**Clock distribution**

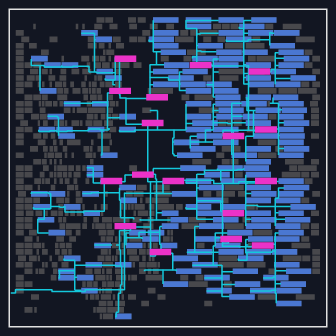
**The clock network**

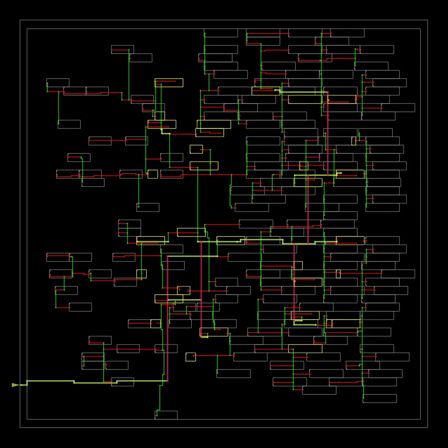
**Cells coloured by class**

Fill, decap, tap and diode cells in grey.
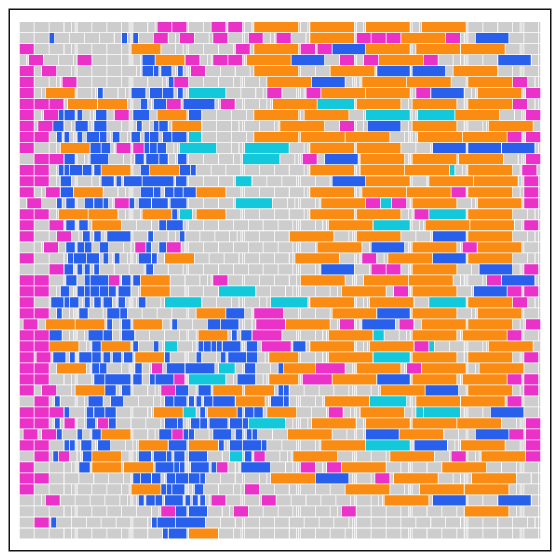
**Routed metal, one colour a layer**

Bar = 50 µm. Only two layers are drawn.
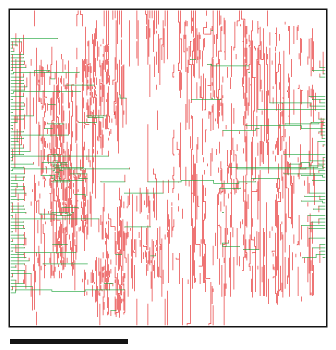
**PDN straps and rails**

Bar = 50 µm. Pins as bars on the die edge.
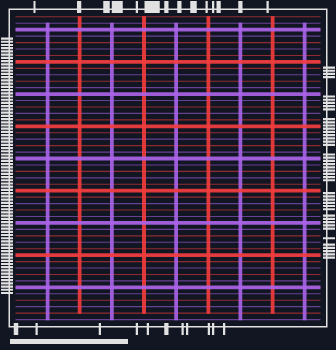
**src/rtl/warp_pkg.sv**
```systemverilog
// Shared front-end types and constants for the fetch/decode path.
package warp_pkg;
  localparam int unsigned INSTR_WIDTH = 32;
  localparam int unsigned PC_STEP     = 4;
  localparam int unsigned PC_WIDTH    = 32;

  typedef logic [PC_WIDTH-1:0]    pc_t;
  typedef logic [INSTR_WIDTH-1:0] instr_t;
endpackage

```
**src/rtl/fetch_resp_buffer.sv**
```systemverilog
// Small circular buffer holding returned instruction words until the FIFO takes them.
// The head word is visible combinationally, so a pop takes effect in the cycle it is asserted.
module fetch_resp_buffer
  import warp_pkg::*;
#(
  parameter int unsigned DEPTH = 4,
  parameter int unsigned WIDTH = INSTR_WIDTH,
  localparam int unsigned PTR_W = $clog2(DEPTH),
  localparam int unsigned CNT_W = $clog2(DEPTH) + 1
) (
  input  logic             clk,
  input  logic             rst,
  input  logic             flush,
  input  logic             push,
  input  logic [WIDTH-1:0] push_data,
  input  logic             pop,
  output logic [WIDTH-1:0] head_data,
  output logic [CNT_W-1:0] count
);

  logic [WIDTH-1:0] mem [DEPTH];
  logic [PTR_W-1:0] wr_ptr;
  logic [PTR_W-1:0] rd_ptr;

  assign head_data = mem[rd_ptr];

  // Storage is not reset; only the pointers and count define validity.
  always_ff @(posedge clk) begin
    if (push && !flush) begin
      mem[wr_ptr] <= push_data;
    end
  end

  always_ff @(posedge clk) begin
    if (rst || flush) begin
      wr_ptr <= '0;
      rd_ptr <= '0;
      count  <= '0;
    end else begin
      if (push) wr_ptr <= wr_ptr + PTR_W'(1);
      if (pop)  rd_ptr <= rd_ptr + PTR_W'(1);
      count <= count + CNT_W'(push) - CNT_W'(pop);
    end
  end

  always_ff @(posedge clk) begin
    if (!rst && !flush) begin
      assert (!(push && !pop && count == CNT_W'(DEPTH)))
        else $error("fetch_resp_buffer overflow");
      assert (!(pop && count == '0))
        else $error("fetch_resp_buffer underflow");
    end
  end

endmodule

```
**src/rtl/instruction_fetch_unit.sv**
```systemverilog
// Fetch stage: walks the PC, issues credit-limited imem reads, buffers in-order responses
// and drains them into instruction_fifo; redirects discard stale in-flight responses.
module instruction_fetch_unit
  import warp_pkg::*;
#(
  parameter int unsigned          ADDR_WIDTH      = PC_WIDTH,
  parameter int unsigned          MAX_OUTSTANDING = 4,
  parameter logic [ADDR_WIDTH-1:0] RESET_PC       = '0
) (
  input  logic                   clk,
  input  logic                   rst,
  input  logic                   enable,
  input  logic                   redirect_valid,
  input  logic [ADDR_WIDTH-1:0]  redirect_pc,
  output logic                   imem_req_valid,
  output logic [ADDR_WIDTH-1:0]  imem_req_addr,
  input  logic                   imem_req_ready,
  input  logic                   imem_rsp_valid,
  input  logic [INSTR_WIDTH-1:0] imem_rsp_data,
  output logic                   fifo_push,
  output logic [INSTR_WIDTH-1:0] fifo_data,
  input  logic                   fifo_full,
  output logic                   fifo_flush,
  output logic [ADDR_WIDTH-1:0]  fetch_pc
);

  localparam int unsigned CNT_W  = $clog2(MAX_OUTSTANDING) + 1;
  localparam int unsigned INF_W  = CNT_W + 1;
  localparam int unsigned DROP_W = CNT_W + 1;

  logic [CNT_W-1:0]      outstanding;
  logic [CNT_W-1:0]      outstanding_nxt;
  logic [CNT_W-1:0]      buf_count;
  logic [DROP_W-1:0]     drop_cnt;
  logic [DROP_W-1:0]     drop_cnt_nxt;
  logic [ADDR_WIDTH-1:0] fetch_pc_nxt;
  logic                  fifo_flush_nxt;
  logic [INF_W-1:0]      inflight;
  logic                  req_fire;
  logic                  rsp_keep;
  logic                  rsp_drop;
  logic                  buf_push;
  logic [INSTR_WIDTH-1:0] buf_head;

  fetch_resp_buffer #(
    .DEPTH (MAX_OUTSTANDING),
    .WIDTH (INSTR_WIDTH)
  ) u_resp_buf (
    .clk       (clk),
    .rst       (rst),
    .flush     (redirect_valid),
    .push      (buf_push),
    .push_data (imem_rsp_data),
    .pop       (fifo_push),
    .head_data (buf_head),
    .count     (buf_count)
  );

  // Request credit, response steering and drain handshake.
  always_comb begin
    inflight       = INF_W'(outstanding) + INF_W'(buf_count);
    imem_req_valid = enable && !redirect_valid && (inflight < INF_W'(MAX_OUTSTANDING));
    imem_req_addr  = fetch_pc;
    req_fire       = imem_req_valid && imem_req_ready;
    rsp_keep       = imem_rsp_valid && (drop_cnt == '0);
    rsp_drop       = imem_rsp_valid && (drop_cnt != '0);
    buf_push       = rsp_keep && !redirect_valid;
    fifo_push      = (buf_count != '0) && !fifo_full && !redirect_valid;
    fifo_data      = buf_head;
  end

  // Next-state for PC and counters; a redirect overrides everything else.
  always_comb begin
    fetch_pc_nxt    = fetch_pc;
    outstanding_nxt = outstanding;
    drop_cnt_nxt    = drop_cnt;
    fifo_flush_nxt  = 1'b0;
    if (redirect_valid) begin
      fetch_pc_nxt    = redirect_pc & ~ADDR_WIDTH'(3);
      // A response arriving now is discarded either way, so it leaves the drop budget.
      drop_cnt_nxt    = drop_cnt + DROP_W'(outstanding) - DROP_W'(imem_rsp_valid);
      outstanding_nxt = '0;
      fifo_flush_nxt  = 1'b1;
    end else begin
      if (req_fire) fetch_pc_nxt = fetch_pc + ADDR_WIDTH'(PC_STEP);
      outstanding_nxt = outstanding + CNT_W'(req_fire) - CNT_W'(rsp_keep);
      drop_cnt_nxt    = drop_cnt - DROP_W'(rsp_drop);
    end
  end

  always_ff @(posedge clk) begin
    if (rst) begin
      fetch_pc    <= RESET_PC;
      outstanding <= '0;
      drop_cnt    <= '0;
      fifo_flush  <= 1'b0;
    end else begin
      fetch_pc    <= fetch_pc_nxt;
      outstanding <= outstanding_nxt;
      drop_cnt    <= drop_cnt_nxt;
      fifo_flush  <= fifo_flush_nxt;
    end
  end

  always_ff @(posedge clk) begin
    if (!rst) begin
      assert (drop_cnt <= DROP_W'(2 * MAX_OUTSTANDING))
        else $error("instruction_fetch_unit drop_cnt out of range");
    end
  end

endmodule

```
**config.mk**
```make
export PLATFORM = sky130hd
export DESIGN_NAME = instruction_fetch_unit
export DESIGN_NICKNAME = d
export VERILOG_FILES = /design/src/rtl/warp_pkg.sv /design/src/rtl/fetch_resp_buffer.sv /design/src/rtl/instruction_fetch_unit.sv
export SDC_FILE = /design/constraint.sdc
export NUM_CORES = 1
export LEC_CHECK = 0
export CAP_MARGIN = 20
export CORE_MARGIN = 2
export CORE_UTILIZATION = 46
export CTS_CLUSTER_SIZE = 14
export DETAILED_ROUTE_END_ITERATION = 8
export PLACE_DENSITY = 0.78
export SYNTH_ARGS = -nofsm -noshare
export SYNTH_HDL_FRONTEND = slang
export SYNTH_SLANG_ARGS = --single-unit
```
**constraint.sdc**
```tcl
create_clock -name clk -period 2.7 [get_ports clk]
set_input_delay 0.405 -clock clk [delete_from_list [all_inputs] [get_ports clk]]
set_output_delay 0.405 -clock clk [all_outputs]
set_load 0.02 [all_outputs]
```
==> results.txt <==
fresh numbers from the pnr run: outcome=completed, Adders+Majority by Area=3.86%, Netlist cell types=59, fraction of layout cells with a size suffix above 1=15.0%, initial antenna violation count=0, DRT iter0 DRCs=330, reg2reg start=outstanding[2]$_SDFF_PP0_, # IOs=170, row cnt=47, Layout Cells excl Fill=913, Final period util=95.6%, Total GRT Usage=20.1%, area fraction in mux cells=9.64%, max FFs per register=128, Post-Syn Instances=533, setup TNS=0 ns, WP data required=2.30 ns, Crit Path Max Fanout=32, slowest stage delay, CP=0.57 ns, pin count of the biggest net entering global routing=35, Crit Path Category=flip-flop to output port, vias in the first global route=5,282, Worst Path Buf+Inv=2, YS warnings=0, Sw Share=25.0%, Die Area=17,800 µm², CTS HTree Levels=4, slew margin rel.=61.4%, CP Cell Sequence=buf_12, mux4_2, clkdlybuf4s50_1, cell taking the most area after synthesis=edfxtp_1, CP Data Arrival Time=2.18 ns, Clock transition at path regs=0.06 ns
About 'clock distribution':
legend:
  cyan:
    item: clock wires
    length: 1,900 µm
  magenta:
    item: clock drivers
    count: 17
  blue:
    item: flip-flops
    count: 175
flops lie: all over the die
routed clock nets: 18

About 'the clock network':
number of sequential cells: 175
Fin Clk Skew: 0.00941 ns
TritonCTS Buffers: 17

About 'cells coloured by class':
legend:
  blue:
    class: combinational and other logic
    cells: 306
    share_of_their_area: 26%
  cyan:
    class: clock drivers and dummy loads
    cells: 32
    share_of_their_area: 6.2%
  orange:
    class: sequential cells
    cells: 175
    share_of_their_area: 49%
  magenta:
    class: remaining buffers and delay cells
    cells: 180
    share_of_their_area: 19%
core area: 16,500 µm²
final instance area: 10,100 µm²
fin util: 61.2%

About 'routed metal, one colour a layer':
legend:
  green:
    layer: metal 3
    wire_length: 1,400 µm
  red:
    layer: metal 2
    wire_length: 8,650 µm

About 'PDN straps and rails':
legend:
  purple:
    net: VSS
  red:
    net: VDD
met5 straps: 9
signal pins: 170
met1 rails: 48

## final cells by class
type	instances	area, µm²	area share (%)
Sequential cell	175	4790	47.5
Clock inverter	13	176	1.75
Timing Repair Buffer	180	1830	18.2
Tap cell	220	275	2.73
Inverter	27	101	1.01
Multi-Input combinational cell	279	2470	24.5
Clock buffer	19	433	4.30
## cell usage after synthesis, types with 2 or more instances
master,n
a2111oi_0,2
a211oi_1,12
a21oi_1,9
a22o_1,2
a311oi_1,4
a31oi_1,11
a41oi_1,5
and2_1,11
and3_1,6
and4_1,2
buf_1,3
buf_2,7
buf_4,35
clkbuf_1,7
clkbuf_8,3
dfxtp_1,47
edfxtp_1,128
fa_1,3
ha_1,19
inv_1,26
mux2_2,2
mux4_2,32
nand2_1,28
nand3_1,7
nand4_1,14
nand4_4,2
nor2_1,32
nor2_4,2
nor3_1,6
nor4_1,3
nor4b_1,2
o211ai_1,2
o21ai_0,10
or3_1,5
or3_2,2
xnor2_1,11
xor2_1,9
## worst paths after layout
check	end	slack, ns
worst min-delay path	u_resp_buf.wr_ptr[1]$_SDFFE_PP0N_	0.50
worst max-delay path	fifo_data[23]	0.12
worst max register to register	outstanding[2]$_SDFF_PP0_	0.27
worst min register to register	u_resp_buf.wr_ptr[1]$_SDFFE_PP0N_	0.50
## what timing repair did
action | 4_1_cts | 5_1_grt
hold buffers | 0 | 0
gates resized | 0 | 1
setup endpoints to repair | 0 | 1
setup buffers | 0 | 0
hold endpoints to repair | 0 | 0
## stage by stage
| stage | setup WS [ns] | cell area (µm²) |
|---|---|---|
| after detailed placement | -0.0520 | 9460 |
| final | 0.118 | 10100 |
| after floorplan | 0.0112 | 7720 |
| after CTS | 0.0236 | 10100 |
| after global placement | 0.00740 | 9460 |
| after global routing | 0.0230 | 10100 |
